$ cat src/rtl/dmem_responder.sv
// Single-outstanding data-memory responder: fixed-latency load/store handshake
// in front of a small 64-bit word store, with alignment and range checking.
module dmem_responder #(
  parameter int LATENCY = 2,
  parameter int DEPTH   = 32
) (
  input  logic        clk,
  input  logic        reset,
  input  logic        req_valid,
  output logic        req_ready,
  input  logic        req_write,
  input  logic [63:0] req_addr,
  input  logic [63:0] req_wdata,
  output logic        rsp_valid,
  input  logic        rsp_ready,
  output logic [63:0] rsp_rdata,
  output logic        rsp_err,
  output logic        busy
);

  localparam int DATA_W = 64;
  localparam int AW     = $clog2(DEPTH);
  localparam logic [3:0] CNT_LOAD = 4'(LATENCY - 1);

  typedef enum logic [1:0] {
    S_IDLE,
    S_WAIT,
    S_RESP
  } state_t;

  state_t            r_state;
  logic [3:0]        r_cnt;
  logic              r_req_ready;
  logic              r_rsp_valid;
  logic              r_busy;
  logic              r_rsp_err;
  logic [DATA_W-1:0] r_rsp_rdata;
  logic [DATA_W-1:0] r_mem [DEPTH];

  logic              w_accept;
  logic              w_err;
  logic              w_mem_we;
  logic [AW-1:0]     w_idx;

  // Errored requests must never touch storage, including aliasing of
  // out-of-range addresses onto the low word index bits.
  assign w_accept = req_valid & r_req_ready;
  assign w_idx    = req_addr[AW+2:3];
  assign w_err    = (req_addr[2:0] != 3'b000) | (|req_addr[63:AW+3]);
  assign w_mem_we = w_accept & req_write & ~w_err & ~reset;

  always_ff @(posedge clk) begin
    if (w_mem_we) begin
      r_mem[w_idx] <= req_wdata;
    end
  end

  always_ff @(posedge clk) begin
    if (reset) begin
      r_state     <= S_IDLE;
      r_cnt       <= 4'd0;
      r_req_ready <= 1'b1;
      r_rsp_valid <= 1'b0;
      r_busy      <= 1'b0;
      r_rsp_err   <= 1'b0;
      r_rsp_rdata <= '0;
    end else begin
      case (r_state)
        S_IDLE: begin
          if (w_accept) begin
            r_rsp_err   <= w_err;
            r_rsp_rdata <= (!req_write && !w_err) ? r_mem[w_idx] : '0;
            r_req_ready <= 1'b0;
            r_busy      <= 1'b1;
            if (LATENCY == 1) begin
              r_state     <= S_RESP;
              r_rsp_valid <= 1'b1;
              r_cnt       <= 4'd0;
            end else begin
              r_state <= S_WAIT;
              r_cnt   <= CNT_LOAD;
            end
          end
        end
        S_WAIT: begin
          if (r_cnt == 4'd1) begin
            r_state     <= S_RESP;
            r_rsp_valid <= 1'b1;
            r_cnt       <= 4'd0;
          end else begin
            r_cnt <= r_cnt - 4'd1;
          end
        end
        S_RESP: begin
          // Accept is blocked this cycle; the next request is taken from IDLE.
          if (rsp_ready) begin
            r_state     <= S_IDLE;
            r_rsp_valid <= 1'b0;
            r_req_ready <= 1'b1;
            r_busy      <= 1'b0;
          end
        end
        default: begin
          r_state     <= S_IDLE;
          r_cnt       <= 4'd0;
          r_req_ready <= 1'b1;
          r_rsp_valid <= 1'b0;
          r_busy      <= 1'b0;
        end
      endcase
    end
  end

  assign req_ready = r_req_ready;
  assign rsp_valid = r_rsp_valid;
  assign rsp_rdata = r_rsp_rdata;
  assign rsp_err   = r_rsp_err;
  assign busy      = r_busy;

endmodule

$ cat config.mk
export PLATFORM = sky130hd
export DESIGN_NAME = dmem_responder
export DESIGN_NICKNAME = d
export VERILOG_FILES = /design/src/rtl/dmem_responder.sv
export SDC_FILE = /design/constraint.sdc
export NUM_CORES = 2
export LEC_CHECK = 0
export CELL_PAD_IN_SITES_DETAIL_PLACEMENT = 1
export CELL_PAD_IN_SITES_GLOBAL_PLACEMENT = 2
export CORE_MARGIN = 2
export CORE_UTILIZATION = 30
export DETAILED_ROUTE_END_ITERATION = 10
export PLACE_DENSITY = 0.66
export SETUP_SLACK_MARGIN = 0.3
export SLEW_MARGIN = 30
export SYNTH_ARGS = -nofsm -noshare
export SYNTH_HDL_FRONTEND = slang
export SYNTH_SLANG_ARGS = --single-unit
$ cat constraint.sdc
create_clock -name clk -period 22.8 [get_ports clk]
set_input_delay 4.56 -clock clk [delete_from_list [all_inputs] [get_ports clk]]
set_output_delay 4.56 -clock clk [all_outputs]
set_load 0.005 [all_outputs]
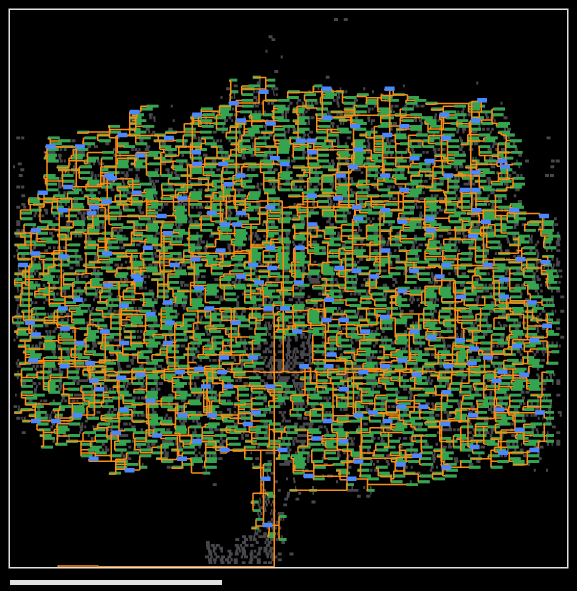
(images/clock_wires.png)
The bar under the picture is 200 um long.
clock wires: drawn in orange, length 26.0 mm. flip-flops: drawn in green, count 2122. clock-net drivers: drawn in blue, count 211.
There are 212 routed clock nets.

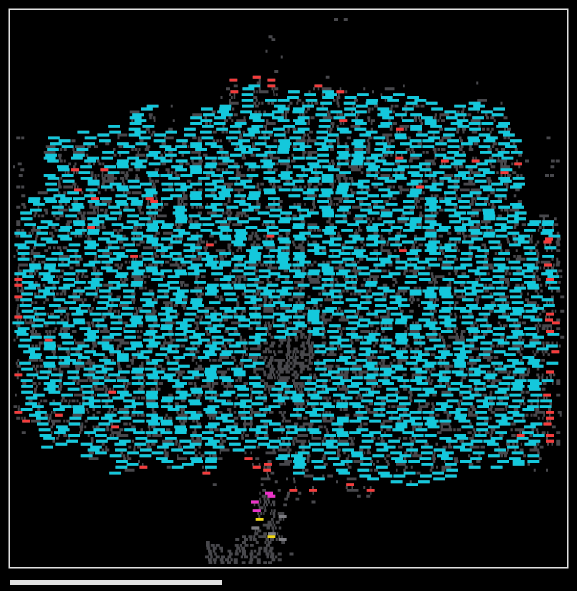
(images/ff_map.png)
The bar under the picture is 200 um long. Other sequential cells in the stronger gray, the rest of the logic in the fainter gray.
r_state: drawn in yellow, flops 2. r_mem: drawn in cyan, flops 2048. rsp_rdata: drawn in red, flops 64, where all over the die. r_cnt: drawn in magenta, flops 4, where bottom center.
Another 4 sequential cells are not colored.
Sequential cell area: 63000 um^2
Finished Core Util: 35.0%

==> metrics.log <==
[report] extracting results
[metrics] Fmax achieved: 114 MHz
[metrics] nature of the critical path endpoint: flip-flop
[metrics] Final Instance Count excl. Fillers: ~8.5k
[metrics] H-tree lvl count: 4
[metrics] result of the run: complete, no violations
[metrics] setup repair after global routing missed its margin: false
[metrics] clock insertion delay at the later pin of the skew report: around 0.84 ns
[metrics] data arrival time of the critical path: about 9.5 ns
[metrics] wire length of the first global-routing pass: 341000 um
[metrics] CTS tree: built
[metrics] top area cells in the synthesized netlist: edfxtp_1 (76%), mux2_2 (8.9%), mux2i_1 (2.5%)
[metrics] WHS: 0.444 ns
[metrics] largest net degree at the start of global routing: around 150
[metrics] DRT Pass-1 Iters: 5
[metrics] Non-Filler Cell Area, Final: 94500 um^2
[metrics] met3 Resource Use GR: roughly 2.5%
[metrics] worst r2r src: req_ready$_SDFFE_PP1P_
[metrics] Total Power Consumption: 7880 uW
[metrics] yosys stat chip area: 81200 um^2
[metrics] detailed-routing wirelength on met1: 110000 um
[metrics] worst-case setup slack after placement: 12.79 ns
[metrics] total power divided by cell area: approximately 83 nW/um^2
[metrics] number of antenna violations at the first check in global routing: 24
[metrics] commonest non-fill, non-tap cells in the layout: edfxtp_1 (2048), mux2_2 (640), o22ai_1 (325)
[metrics] register bit count reported by yosys: 2122
[metrics] Crit Path Category: primary input to flip-flop
[metrics] number of warnings in the stage logs: 32
[metrics] Distinct lib cells used: 42
[metrics] cell mode on critical path: buf_4
[metrics] die width: 524 um
[metrics] DRT iter0 DRCs: around 4k
[metrics] data required time of the worst path: 23.56 ns
[metrics] layout cell share with drive strength beyond 1: 23.4%
[metrics] list of cells traversed by the critical path: buf_8, buf_12, buf_4, buf_4, buf_4, mux2_2, o22ai_1, nor4_1, nand4_1, o21ai_1
[metrics] net count of the mapped netlist: approximately 4.6k
[metrics] Die Span Y: 524 um
[metrics] Worst Hold Endpoint: rsp_rdata[9]$_SDFFE_PP0P_
[metrics] Hold/Removal Path Class: flip-flop to flip-flop
[metrics] postcts setup bufs: 0
[metrics] source of the worst hold timing path: rsp_rdata[9]$_SDFFE_PP0P_
[metrics] layer carrying the most global-route usage: met2
[metrics] clock-pin slew reported for the worst setup and hold paths after clock tree synthesis: about 0.06 ns
[metrics] detailed-route wire length per cell: 28.3 um
[metrics] max-slew violations: 0
[metrics] placement-stage cell area: 88100 um^2
[metrics] routability congestion estimate from global placement: ~0.75
[metrics] number of cell rows: 191
[metrics] DR WL met2: about 120000 um
[metrics] Core Area: roughly 270000 um^2
[metrics] endpoint of the worst setup timing path: rsp_rdata[50]$_SDFFE_PP0P_
[metrics] top cell type by total area after synthesis: edfxtp_1
[metrics] length of routed met3 wiring: around 12000 um
[metrics] Setup violations, final: 0
[metrics] pin slew with the least headroom to its limit: 1.13 ns
[metrics] Worst path max stage delay: 0.96 ns
[metrics] cell count listed in synth_stat.txt: 4499
[metrics] IO Count: 201
[metrics] Mapped Avg Cell Area: 18.1 um^2
[metrics] Max Used Layer: met5
[metrics] CTS sink cnt: roughly 2.1k
[metrics] top cell type's share of synthesized area: about three quarters
cells by family (layout without fill, tap and decap cells):
logic type / count (synthesis) / after routing / synth area share [%]
simple gates: 489 / 489 / 3.51
mux: 845 / 845 / 11.4
flops: 2122 / 2122 / 77.5
other cells: 0 / 8 / 0
compound gates: 771 / 771 / 6.03
buf+inv: 270 / 712 / 1.49
fa+ha+maj: 2 / 2 / 0.0308
power breakdown:
part / switching [uW] / internal, uW / total, uW
registers: 1.95 / 4270 / 4270
clock network: 1470 / 1830 / 3300
logic: 202 / 102 / 304
worst max-delay path, delay by kind of cell:
| family | cells | cell delay, ns |
|---|---|---|
| buffers and inverters | 5 | 3.04 |
| multiplexers | 1 | 0.29 |
| AND/OR/NAND/NOR | 2 | 1.14 |
| AND-OR/OR-AND | 2 | 0.25 |
area by class of cell:
type	instances	area (um^2)
Antenna cell	8	20.0
Tap cell	3570	4470
Sequential cell	2122	63000
Fill cell	27072	176000
Multi-Input combinational cell	2107	17400
Timing Repair Buffer	331	3200
Inverter	4	15.0
Clock inverter	100	709
Clock buffer	277	5720
Yosys cell counts (all sizes together):
cell type	count
buf	163
mux2i	205
o21ai	66
nand4bb	5
nor4	78
nand3	5
ha	2
nand3b	3
a311oi	1
or3	3
or4b	4
inv	4
dfxtp	74
or2	3
a21oi	128
nor3b	3
clkbuf	103
edfxtp	2048
o22ai	325
nor3	8
nand2b	3
and3	1
a22oi	5
a32o	1
nor2	44
nand4b	6
nand2	71
nor4b	1
nor2b	181
nand4	68
a31oi	1
o21bai	1
a211oi	243
mux2	640
or4	2
state kept, by name (all words and copies together), names as in the netlist:
register,flops
r_state,2
req_ready,1
rsp_rdata,64
busy,1
rsp_valid,1
r_cnt,4
r_mem,2048
rsp_err,1
Power is estimated from default activity; no workload was simulated.
